`config.mk`:
```
export PLATFORM = sky130hd
export DESIGN_NAME = axi_lite_arbiter_flat
export DESIGN_NICKNAME = d
export VERILOG_FILES = /design/src/rtl/axi_arb_pkg.sv /design/src/rtl/axi_lite_if.sv /design/src/rtl/rr_arb2.sv /design/src/rtl/axi_lite_arbiter.sv /design/src/flat_wrapper.sv
export SDC_FILE = /design/constraint.sdc
export NUM_CORES = 1
export LEC_CHECK = 0
export ABC_AREA = 1
export CORE_AREA = 8 8 173 175
export CTS_BUF_LIST = sky130_fd_sc_hd__clkbuf_4 sky130_fd_sc_hd__clkbuf_8
export CTS_CLUSTER_SIZE = 28
export DETAILED_ROUTE_END_ITERATION = 12
export DIE_AREA = 0 0 181 183
export HOLD_SLACK_MARGIN = 0.06
export SYNTH_ARGS = -nofsm -noshare
export SYNTH_HDL_FRONTEND = slang
export SYNTH_HIERARCHICAL = 1
export SYNTH_SLANG_ARGS = --single-unit
```
`constraint.sdc`:
```
create_clock -name clk -period 1.6 [get_ports clk]
set_input_delay 0.16 -clock clk [delete_from_list [all_inputs] [get_ports clk]]
set_output_delay 0.16 -clock clk [all_outputs]
set_load 0.05 [all_outputs]
```
`src/rtl/axi_arb_pkg.sv`:
```
// Shared types for the two-master AXI4-Lite arbiter: FSM states and response codes.
package axi_arb_pkg;

  typedef enum logic [2:0] {
    IDLE  = 3'd0,
    WADDR = 3'd1,
    WRESP = 3'd2,
    RADDR = 3'd3,
    RDATA = 3'd4
  } arb_state_e;

  localparam logic [1:0] RESP_OKAY   = 2'b00;
  localparam logic [1:0] RESP_SLVERR = 2'b10;

endpackage

```
`src/rtl/axi_lite_if.sv`:
```
// AXI4-Lite bundle. 'master' drives requests, 'slave' answers them.
interface axi_lite_if #(
  parameter int ADDR_WIDTH = 32,
  parameter int DATA_WIDTH = 32
);
  logic                    awvalid, awready;
  logic [ADDR_WIDTH-1:0]   awaddr;
  logic [2:0]              awprot;
  logic                    wvalid, wready;
  logic [DATA_WIDTH-1:0]   wdata;
  logic [DATA_WIDTH/8-1:0] wstrb;
  logic                    bvalid, bready;
  logic [1:0]              bresp;
  logic                    arvalid, arready;
  logic [ADDR_WIDTH-1:0]   araddr;
  logic [2:0]              arprot;
  logic                    rvalid, rready;
  logic [DATA_WIDTH-1:0]   rdata;
  logic [1:0]              rresp;

  modport master (
    output awvalid, awaddr, awprot, wvalid, wdata, wstrb, bready,
           arvalid, araddr, arprot, rready,
    input  awready, wready, bvalid, bresp, arready, rvalid, rdata, rresp
  );

  modport slave (
    input  awvalid, awaddr, awprot, wvalid, wdata, wstrb, bready,
           arvalid, araddr, arprot, rready,
    output awready, wready, bvalid, bresp, arready, rvalid, rdata, rresp
  );
endinterface

```
`src/rtl/rr_arb2.sv`:
```
// Two-way round-robin pick. Holds the last served master; master 0 wins first after reset.
module rr_arb2 (
  input  logic       clk,
  input  logic       rst,
  input  logic [1:0] req,
  input  logic       update,
  input  logic       last,
  output logic       gnt
);
  logic last_q, last_d;

  // pointer only moves when a transaction retires
  always_comb begin
    last_d = update ? last : last_q;
  end

  // last-served register, reset so master 0 is preferred
  always_ff @(posedge clk or negedge rst) begin
    if (!rst) last_q <= 1'b1;
    else      last_q <= last_d;
  end

  // both requesting -> the one not served last; otherwise whoever asks
  always_comb begin
    case (req)
      2'b11:   gnt = ~last_q;
      2'b10:   gnt = 1'b1;
      default: gnt = 1'b0;
    endcase
  end
endmodule

```
`src/rtl/axi_lite_arbiter.sv`:
```
// Two upstream AXI4-Lite masters share one downstream port, one transaction at a time.
module axi_lite_arbiter
  import axi_arb_pkg::*;
#(
  parameter int ADDR_WIDTH = 32,
  parameter int DATA_WIDTH = 32
) (
  input  logic     clk,
  input  logic     rst,
  axi_lite_if.slave  m0,
  axi_lite_if.slave  m1,
  axi_lite_if.master s,
  output logic     grant,
  output logic     busy
);
  localparam int SW = DATA_WIDTH / 8;

  arb_state_e state_q, state_d;
  logic       grant_q, grant_d;
  logic       aw_done_q, aw_done_d, w_done_q, w_done_d;
  logic       upd, arb_gnt;
  logic [1:0] req;

  // upstream inputs gathered per master so the granted one is a simple index
  logic [1:0]                 up_awvalid, up_wvalid, up_bready, up_arvalid, up_rready;
  logic [1:0][ADDR_WIDTH-1:0] up_awaddr, up_araddr;
  logic [1:0][2:0]            up_awprot, up_arprot;
  logic [1:0][DATA_WIDTH-1:0] up_wdata;
  logic [1:0][SW-1:0]         up_wstrb;
  // upstream outputs, zero for whoever is not granted
  logic [1:0]                 up_awready, up_wready, up_bvalid, up_arready, up_rvalid;
  logic [1:0][1:0]            up_bresp, up_rresp;
  logic [1:0][DATA_WIDTH-1:0] up_rdata;
  // downstream handshake terms
  logic s_awvalid, s_wvalid, s_bready, s_arvalid, s_rready;

  assign up_awvalid = {m1.awvalid, m0.awvalid};
  assign up_wvalid  = {m1.wvalid,  m0.wvalid};
  assign up_bready  = {m1.bready,  m0.bready};
  assign up_arvalid = {m1.arvalid, m0.arvalid};
  assign up_rready  = {m1.rready,  m0.rready};
  assign up_awaddr  = {m1.awaddr,  m0.awaddr};
  assign up_araddr  = {m1.araddr,  m0.araddr};
  assign up_awprot  = {m1.awprot,  m0.awprot};
  assign up_arprot  = {m1.arprot,  m0.arprot};
  assign up_wdata   = {m1.wdata,   m0.wdata};
  assign up_wstrb   = {m1.wstrb,   m0.wstrb};

  assign m0.awready = up_awready[0];  assign m1.awready = up_awready[1];
  assign m0.wready  = up_wready[0];   assign m1.wready  = up_wready[1];
  assign m0.bvalid  = up_bvalid[0];   assign m1.bvalid  = up_bvalid[1];
  assign m0.bresp   = up_bresp[0];    assign m1.bresp   = up_bresp[1];
  assign m0.arready = up_arready[0];  assign m1.arready = up_arready[1];
  assign m0.rvalid  = up_rvalid[0];   assign m1.rvalid  = up_rvalid[1];
  assign m0.rdata   = up_rdata[0];    assign m1.rdata   = up_rdata[1];
  assign m0.rresp   = up_rresp[0];    assign m1.rresp   = up_rresp[1];

  // payloads follow the grant; only the valids are phase-gated
  assign s.awvalid = s_awvalid;
  assign s.awaddr  = up_awaddr[grant_q];
  assign s.awprot  = up_awprot[grant_q];
  assign s.wvalid  = s_wvalid;
  assign s.wdata   = up_wdata[grant_q];
  assign s.wstrb   = up_wstrb[grant_q];
  assign s.bready  = s_bready;
  assign s.arvalid = s_arvalid;
  assign s.araddr  = up_araddr[grant_q];
  assign s.arprot  = up_arprot[grant_q];
  assign s.rready  = s_rready;

  assign req   = up_awvalid | up_arvalid;
  assign grant = grant_q;
  assign busy  = (state_q != IDLE);

  rr_arb2 u_rr (
    .clk    (clk),
    .rst    (rst),
    .req    (req),
    .update (upd),
    .last   (grant_q),
    .gnt    (arb_gnt)
  );

  // next state, channel routing and per-channel done tracking
  always_comb begin
    state_d    = state_q;
    grant_d    = grant_q;
    aw_done_d  = aw_done_q;
    w_done_d   = w_done_q;
    upd        = 1'b0;
    s_awvalid  = 1'b0;
    s_wvalid   = 1'b0;
    s_bready   = 1'b0;
    s_arvalid  = 1'b0;
    s_rready   = 1'b0;
    up_awready = '0;
    up_wready  = '0;
    up_bvalid  = '0;
    up_bresp   = '0;
    up_arready = '0;
    up_rvalid  = '0;
    up_rdata   = '0;
    up_rresp   = '0;
    case (state_q)
      IDLE: begin
        // kind is carried by the next state: write wins inside the granted master
        if (|req) begin
          grant_d   = arb_gnt;
          state_d   = up_awvalid[arb_gnt] ? WADDR : RADDR;
          aw_done_d = 1'b0;
          w_done_d  = 1'b0;
        end
      end
      WADDR: begin
        // AW and W complete independently; a finished channel is closed both ways
        s_awvalid           = up_awvalid[grant_q] & ~aw_done_q;
        s_wvalid            = up_wvalid[grant_q]  & ~w_done_q;
        up_awready[grant_q] = s.awready & ~aw_done_q;
        up_wready[grant_q]  = s.wready  & ~w_done_q;
        aw_done_d           = aw_done_q | (s_awvalid & s.awready);
        w_done_d            = w_done_q  | (s_wvalid  & s.wready);
        if (aw_done_d && w_done_d) begin
          state_d   = WRESP;
          aw_done_d = 1'b0;
          w_done_d  = 1'b0;
        end
      end
      WRESP: begin
        s_bready           = up_bready[grant_q];
        up_bvalid[grant_q] = s.bvalid;
        up_bresp[grant_q]  = s.bresp;
        if (s.bvalid && s_bready) begin
          state_d = IDLE;
          upd     = 1'b1;
        end
      end
      RADDR: begin
        s_arvalid           = up_arvalid[grant_q];
        up_arready[grant_q] = s.arready;
        if (s_arvalid && s.arready) state_d = RDATA;
      end
      RDATA: begin
        s_rready           = up_rready[grant_q];
        up_rvalid[grant_q] = s.rvalid;
        up_rdata[grant_q]  = s.rdata;
        up_rresp[grant_q]  = s.rresp;
        if (s.rvalid && s_rready) begin
          state_d = IDLE;
          upd     = 1'b1;
        end
      end
      default: state_d = IDLE;
    endcase
  end

  // state, grant and done flags; reset drops any transaction in flight
  always_ff @(posedge clk or negedge rst) begin
    if (!rst) begin
      state_q   <= IDLE;
      grant_q   <= 1'b0;
      aw_done_q <= 1'b0;
      w_done_q  <= 1'b0;
    end else begin
      state_q   <= state_d;
      grant_q   <= grant_d;
      aw_done_q <= aw_done_d;
      w_done_q  <= w_done_d;
    end
  end
endmodule

```
`src/flat_wrapper.sv`:
```
// flat-port wrapper written by rule: the top's interface ports become plain ports
module axi_lite_arbiter_flat import axi_arb_pkg::*;
#(
  parameter int ADDR_WIDTH = 32,
  parameter int DATA_WIDTH = 32
)
  (clk, rst, grant, busy, m0_awvalid, m0_awaddr, m0_awprot, m0_wvalid, m0_wdata, m0_wstrb, m0_bready, m0_arvalid, m0_araddr, m0_arprot, m0_rready, m0_awready, m0_wready, m0_bvalid, m0_bresp, m0_arready, m0_rvalid, m0_rdata, m0_rresp, m1_awvalid, m1_awaddr, m1_awprot, m1_wvalid, m1_wdata, m1_wstrb, m1_bready, m1_arvalid, m1_araddr, m1_arprot, m1_rready, m1_awready, m1_wready, m1_bvalid, m1_bresp, m1_arready, m1_rvalid, m1_rdata, m1_rresp, s_awvalid, s_awaddr, s_awprot, s_wvalid, s_wdata, s_wstrb, s_bready, s_arvalid, s_araddr, s_arprot, s_rready, s_awready, s_wready, s_bvalid, s_bresp, s_arready, s_rvalid, s_rdata, s_rresp);
  axi_lite_if #(.ADDR_WIDTH(ADDR_WIDTH), .DATA_WIDTH(DATA_WIDTH)) m0_i ();
  axi_lite_if #(.ADDR_WIDTH(ADDR_WIDTH), .DATA_WIDTH(DATA_WIDTH)) m1_i ();
  axi_lite_if #(.ADDR_WIDTH(ADDR_WIDTH), .DATA_WIDTH(DATA_WIDTH)) s_i ();
  input  logic clk;
  input  logic rst;
  output logic grant;
  output logic busy;
  input wire logic [$bits(m0_i.awvalid)-1:0] m0_awvalid;
  input wire logic [$bits(m0_i.awaddr)-1:0] m0_awaddr;
  input wire logic [$bits(m0_i.awprot)-1:0] m0_awprot;
  input wire logic [$bits(m0_i.wvalid)-1:0] m0_wvalid;
  input wire logic [$bits(m0_i.wdata)-1:0] m0_wdata;
  input wire logic [$bits(m0_i.wstrb)-1:0] m0_wstrb;
  input wire logic [$bits(m0_i.bready)-1:0] m0_bready;
  input wire logic [$bits(m0_i.arvalid)-1:0] m0_arvalid;
  input wire logic [$bits(m0_i.araddr)-1:0] m0_araddr;
  input wire logic [$bits(m0_i.arprot)-1:0] m0_arprot;
  input wire logic [$bits(m0_i.rready)-1:0] m0_rready;
  output wire logic [$bits(m0_i.awready)-1:0] m0_awready;
  output wire logic [$bits(m0_i.wready)-1:0] m0_wready;
  output wire logic [$bits(m0_i.bvalid)-1:0] m0_bvalid;
  output wire logic [$bits(m0_i.bresp)-1:0] m0_bresp;
  output wire logic [$bits(m0_i.arready)-1:0] m0_arready;
  output wire logic [$bits(m0_i.rvalid)-1:0] m0_rvalid;
  output wire logic [$bits(m0_i.rdata)-1:0] m0_rdata;
  output wire logic [$bits(m0_i.rresp)-1:0] m0_rresp;
  input wire logic [$bits(m1_i.awvalid)-1:0] m1_awvalid;
  input wire logic [$bits(m1_i.awaddr)-1:0] m1_awaddr;
  input wire logic [$bits(m1_i.awprot)-1:0] m1_awprot;
  input wire logic [$bits(m1_i.wvalid)-1:0] m1_wvalid;
  input wire logic [$bits(m1_i.wdata)-1:0] m1_wdata;
  input wire logic [$bits(m1_i.wstrb)-1:0] m1_wstrb;
  input wire logic [$bits(m1_i.bready)-1:0] m1_bready;
  input wire logic [$bits(m1_i.arvalid)-1:0] m1_arvalid;
  input wire logic [$bits(m1_i.araddr)-1:0] m1_araddr;
  input wire logic [$bits(m1_i.arprot)-1:0] m1_arprot;
  input wire logic [$bits(m1_i.rready)-1:0] m1_rready;
  output wire logic [$bits(m1_i.awready)-1:0] m1_awready;
  output wire logic [$bits(m1_i.wready)-1:0] m1_wready;
  output wire logic [$bits(m1_i.bvalid)-1:0] m1_bvalid;
  output wire logic [$bits(m1_i.bresp)-1:0] m1_bresp;
  output wire logic [$bits(m1_i.arready)-1:0] m1_arready;
  output wire logic [$bits(m1_i.rvalid)-1:0] m1_rvalid;
  output wire logic [$bits(m1_i.rdata)-1:0] m1_rdata;
  output wire logic [$bits(m1_i.rresp)-1:0] m1_rresp;
  output wire logic [$bits(s_i.awvalid)-1:0] s_awvalid;
  output wire logic [$bits(s_i.awaddr)-1:0] s_awaddr;
  output wire logic [$bits(s_i.awprot)-1:0] s_awprot;
  output wire logic [$bits(s_i.wvalid)-1:0] s_wvalid;
  output wire logic [$bits(s_i.wdata)-1:0] s_wdata;
  output wire logic [$bits(s_i.wstrb)-1:0] s_wstrb;
  output wire logic [$bits(s_i.bready)-1:0] s_bready;
  output wire logic [$bits(s_i.arvalid)-1:0] s_arvalid;
  output wire logic [$bits(s_i.araddr)-1:0] s_araddr;
  output wire logic [$bits(s_i.arprot)-1:0] s_arprot;
  output wire logic [$bits(s_i.rready)-1:0] s_rready;
  input wire logic [$bits(s_i.awready)-1:0] s_awready;
  input wire logic [$bits(s_i.wready)-1:0] s_wready;
  input wire logic [$bits(s_i.bvalid)-1:0] s_bvalid;
  input wire logic [$bits(s_i.bresp)-1:0] s_bresp;
  input wire logic [$bits(s_i.arready)-1:0] s_arready;
  input wire logic [$bits(s_i.rvalid)-1:0] s_rvalid;
  input wire logic [$bits(s_i.rdata)-1:0] s_rdata;
  input wire logic [$bits(s_i.rresp)-1:0] s_rresp;
  assign m0_i.awvalid = m0_awvalid;
  assign m0_i.awaddr = m0_awaddr;
  assign m0_i.awprot = m0_awprot;
  assign m0_i.wvalid = m0_wvalid;
  assign m0_i.wdata = m0_wdata;
  assign m0_i.wstrb = m0_wstrb;
  assign m0_i.bready = m0_bready;
  assign m0_i.arvalid = m0_arvalid;
  assign m0_i.araddr = m0_araddr;
  assign m0_i.arprot = m0_arprot;
  assign m0_i.rready = m0_rready;
  assign m0_awready = m0_i.awready;
  assign m0_wready = m0_i.wready;
  assign m0_bvalid = m0_i.bvalid;
  assign m0_bresp = m0_i.bresp;
  assign m0_arready = m0_i.arready;
  assign m0_rvalid = m0_i.rvalid;
  assign m0_rdata = m0_i.rdata;
  assign m0_rresp = m0_i.rresp;
  assign m1_i.awvalid = m1_awvalid;
  assign m1_i.awaddr = m1_awaddr;
  assign m1_i.awprot = m1_awprot;
  assign m1_i.wvalid = m1_wvalid;
  assign m1_i.wdata = m1_wdata;
  assign m1_i.wstrb = m1_wstrb;
  assign m1_i.bready = m1_bready;
  assign m1_i.arvalid = m1_arvalid;
  assign m1_i.araddr = m1_araddr;
  assign m1_i.arprot = m1_arprot;
  assign m1_i.rready = m1_rready;
  assign m1_awready = m1_i.awready;
  assign m1_wready = m1_i.wready;
  assign m1_bvalid = m1_i.bvalid;
  assign m1_bresp = m1_i.bresp;
  assign m1_arready = m1_i.arready;
  assign m1_rvalid = m1_i.rvalid;
  assign m1_rdata = m1_i.rdata;
  assign m1_rresp = m1_i.rresp;
  assign s_awvalid = s_i.awvalid;
  assign s_awaddr = s_i.awaddr;
  assign s_awprot = s_i.awprot;
  assign s_wvalid = s_i.wvalid;
  assign s_wdata = s_i.wdata;
  assign s_wstrb = s_i.wstrb;
  assign s_bready = s_i.bready;
  assign s_arvalid = s_i.arvalid;
  assign s_araddr = s_i.araddr;
  assign s_arprot = s_i.arprot;
  assign s_rready = s_i.rready;
  assign s_i.awready = s_awready;
  assign s_i.wready = s_wready;
  assign s_i.bvalid = s_bvalid;
  assign s_i.bresp = s_bresp;
  assign s_i.arready = s_arready;
  assign s_i.rvalid = s_rvalid;
  assign s_i.rdata = s_rdata;
  assign s_i.rresp = s_rresp;
  axi_lite_arbiter #(.ADDR_WIDTH(ADDR_WIDTH), .DATA_WIDTH(DATA_WIDTH)) u_core (.clk(clk), .rst(rst), .m0(m0_i), .m1(m1_i), .s(s_i), .grant(grant), .busy(busy));
endmodule
```
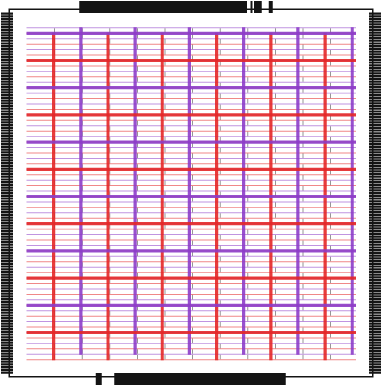
(power grid)
Drawn at 2 px/um. Pins as bars on the die edge. Tap cells in grey.
VSS: shown in red. VDD: shown in purple.
62 met1 rails follow the rows. The core has 61 rows. 12 straps on met5. 346 tap cells. 460 signal pins sit on the boundary.

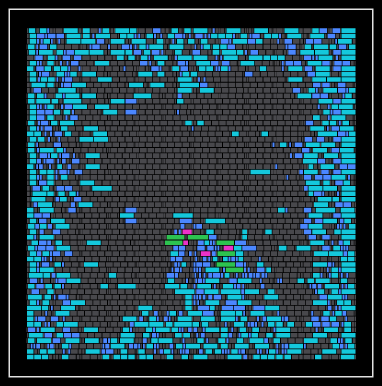
(cells coloured by class)
Drawn at 2 px/um. Fill, decap, tap and diode cells in grey.
clock drivers and dummy loads: shown in magenta, cells 4, share of their area 0.44%. remaining buffers and delay cells: shown in cyan, cells 505, share of their area 66%. remaining logic cells: shown in blue, cells 533, share of their area 32%. registers: shown in green, cells 7, share of their area 1.6%.
cell row count: 61
proportion of cell area occupied by registers: 0.0156

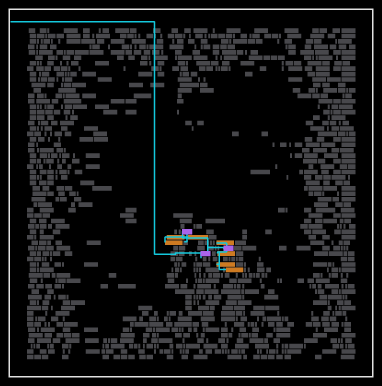
(clock distribution)
Drawn at 2 px/um.
clock-net drivers: shown in purple, count 3. flip-flops: shown in orange, count 7. clock wires: shown in cyan, length 299 um.
There are 4 routed clock nets.

==> summary.txt <==
impl run done, here's what came out: Layout Skew 0.00154 ns, final antenna-violating net count 0, post-cts hold-fix buffer tally 0, Max clock buf depth 2, Remaining DRCs 0, width of the die 181 um, number of global-route vias before repair 5760, power per cell area 1680 nW/um^2, Area growth, synth to finish 373%, worst setup path category reg -> out, total via count in the routed design 5285, Registers, synthesis 7, violations in the final reports setup timing, Root Driver clkbuf_8, final setup violation count 161, Nets at Floorplan 836, y dimension of the die 183 um, timing-limited maximum frequency 580 MHz, cycle use final 1.08, dominant cells by area after synthesis nand2_1 54%, nor2_1 12%, inv_1 8.8%, dfrtp_1 6.2%, buf_2 3.3%, RSZ-0062 raised after global routing yes, clock buffers created by TritonCTS 3, worst slack at placement 0.0341 ns, highest net fanout along the worst path 24, final worst setup slack -0.123 ns, highest ir drop seen on vdd 1060 uV, H-tree depth 1, worst path cell trace buf_6 -> buf_16 -> nor3_4 -> buf_12, Starting Density 0.0893, Tightest Pin Transition 0.351 ns, run status complete, but fails checks, Top-area cell share 0.541, maxcap violations 0, total of warnings raised by yosys 6, Pins Over Slew Limit 0, pin count of the biggest net entering global routing 48, number of standard cells reported by yosys 571, cell with the biggest individual delay on the critical path dfrtp_4, Detailed Route WL 24900 um, tally of unique sky130hd cells used after synthesis 25, CORE AREA 27300 um^2, Netlist Area Pre-Place 2440 um^2, clock-pin slew of the registers on the worst-case setup and hold paths 0.04 ns, count of tool warnings 29, Worst Setup Start Kind register
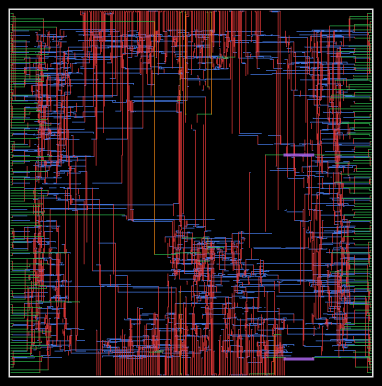
(metal layers overlaid)
Drawn at 2 px/um.
M3: shown in green, wire length 2540 um. M1: shown in blue, wire length 8510 um. M4: shown in orange, wire length 369 um. M2: shown in red, wire length 13400 um. M5: shown in purple, wire length 27.6 um.

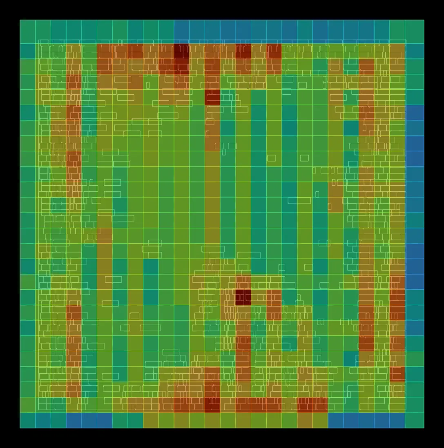
(routing congestion map)
GRT Total Usage: 0.139
met3 track demand over resource in global routing: 0.0633
busiest grt layer: met2
wire per inst: 17.8 um
utilization of the core after routing: 0.423

[synth_stat cells, drive strengths merged]
library cell / count
nand4: 4
nor3: 11
or2: 1
dfstp: 1
o21ai: 2
o22ai: 1
a21oi: 1
a22oi: 2
nor2: 83
clkbuf: 11
dfrtp: 6
a31oi: 1
nand2: 356
buf: 20
nand3: 10
inv: 61
[layer usage]
layer | track usage | routed length (um)
met5 | 0 | 27
met4 | 0.0298 | 369
met3 | 0.0633 | 2540
met2 | 0.266 | 13400
met1 | 0.134 | 8510
[state kept, by name, summed over array words and instances, names as in the netlist]
signal,flops
u_core/aw_done_q,1
u_core/w_done_q,1
u_core/state_q,3
u_core/grant,1
u_core/u_rr/last_q,1
[power by group through the flow]
stage | combinational, uW | clock (uW) | sequential, uW
final | 18800 | 262 | 374
after global routing | 19600 | 289 | 382
after CTS | 18200 | 266 | 368
after detailed placement | 17200 | 0 | 372
after global placement | 17100 | 0 | 366
after floorplan | 8660 | 0 | 383
[stage by stage]
stage	setup TNS [ns]	total power [uW]	cell area, um^2	std cells	utilization
5_1_grt	-23.36	20300	11600	1396	0.423
6_report	-11.55	19400	11600	1396	0.423
3_5_place_dp	0	17600	10500	1366	0.385
4_1_cts	-12.06	18900	11200	1386	0.410
2_1_floorplan	-6.90	9050	3390	571	-
3_3_place_gp	0	17500	10500	1366	0.385
[cell usage in the layout, fill, tap and decap left out, types with 2 or more instances in the layout]
cell             instances
nand2_4                 80
nand2_2                 53
clkdlybuf4s50_1        264
buf_8                    2
clkbuf_8                 3
nand4_1                  4
nand3_1                  6
nor2_2                   5
buf_12                 204
a22oi_1                  2
nor2_4                  77
dfrtp_1                  5
inv_1                   54
inv_2                    3
buf_4                   13
nand3_2                  3
buf_16                   9
clkbuf_16                5
nand2_1                222
buf_6                    8
inv_4                    2
nor3_4                  11
[path summary, 6_finish.rpt]
kind                                           end  slack, ns  depth (start not counted)               start
worst min register to register  u_core/u_rr/last_q       0.50                          2  u_core/u_rr/last_q
worst min-delay path             u_core/state_q[0]       0.21                          1                 rst
max in group asynchronous       u_core/u_rr/last_q       1.09                          1                 rst
worst max register to register   u_core/state_q[0]       0.06                          9        u_core/grant
worst max-delay path                    m0_awready      -0.12                          4        u_core/grant
min in group clk                u_core/u_rr/last_q       0.50                          2  u_core/u_rr/last_q
[cell type report]
class / instances / area (um^2)
diodes: 1 / 2.50
fillers: 2605 / 15800
flip-flops and latches: 7 / 180
repair buffers: 505 / 7320
well taps: 346 / 433
multi-input cells: 472 / 3330
inverters: 61 / 246
clock buffers: 4 / 48.8
[repair_timing]
action / 4_1_cts / 5_1_grt
endpoints found under the setup margin: 173 / 195
cloned: 4 / 8
setup buffers: 12 / 1
pin swaps: 9 / 8
gates resized: 122 / 49
[logic make-up after synthesis]
group	Yosys count	share of synthesized area
AND-OR/OR-AND	7	0.0205
buffers and inverters	92	0.151
flip-flops	7	0.0723
AND/OR/NAND/NOR	465	0.756
Power figures rest on the tool's default switching activity, not on a simulated workload.
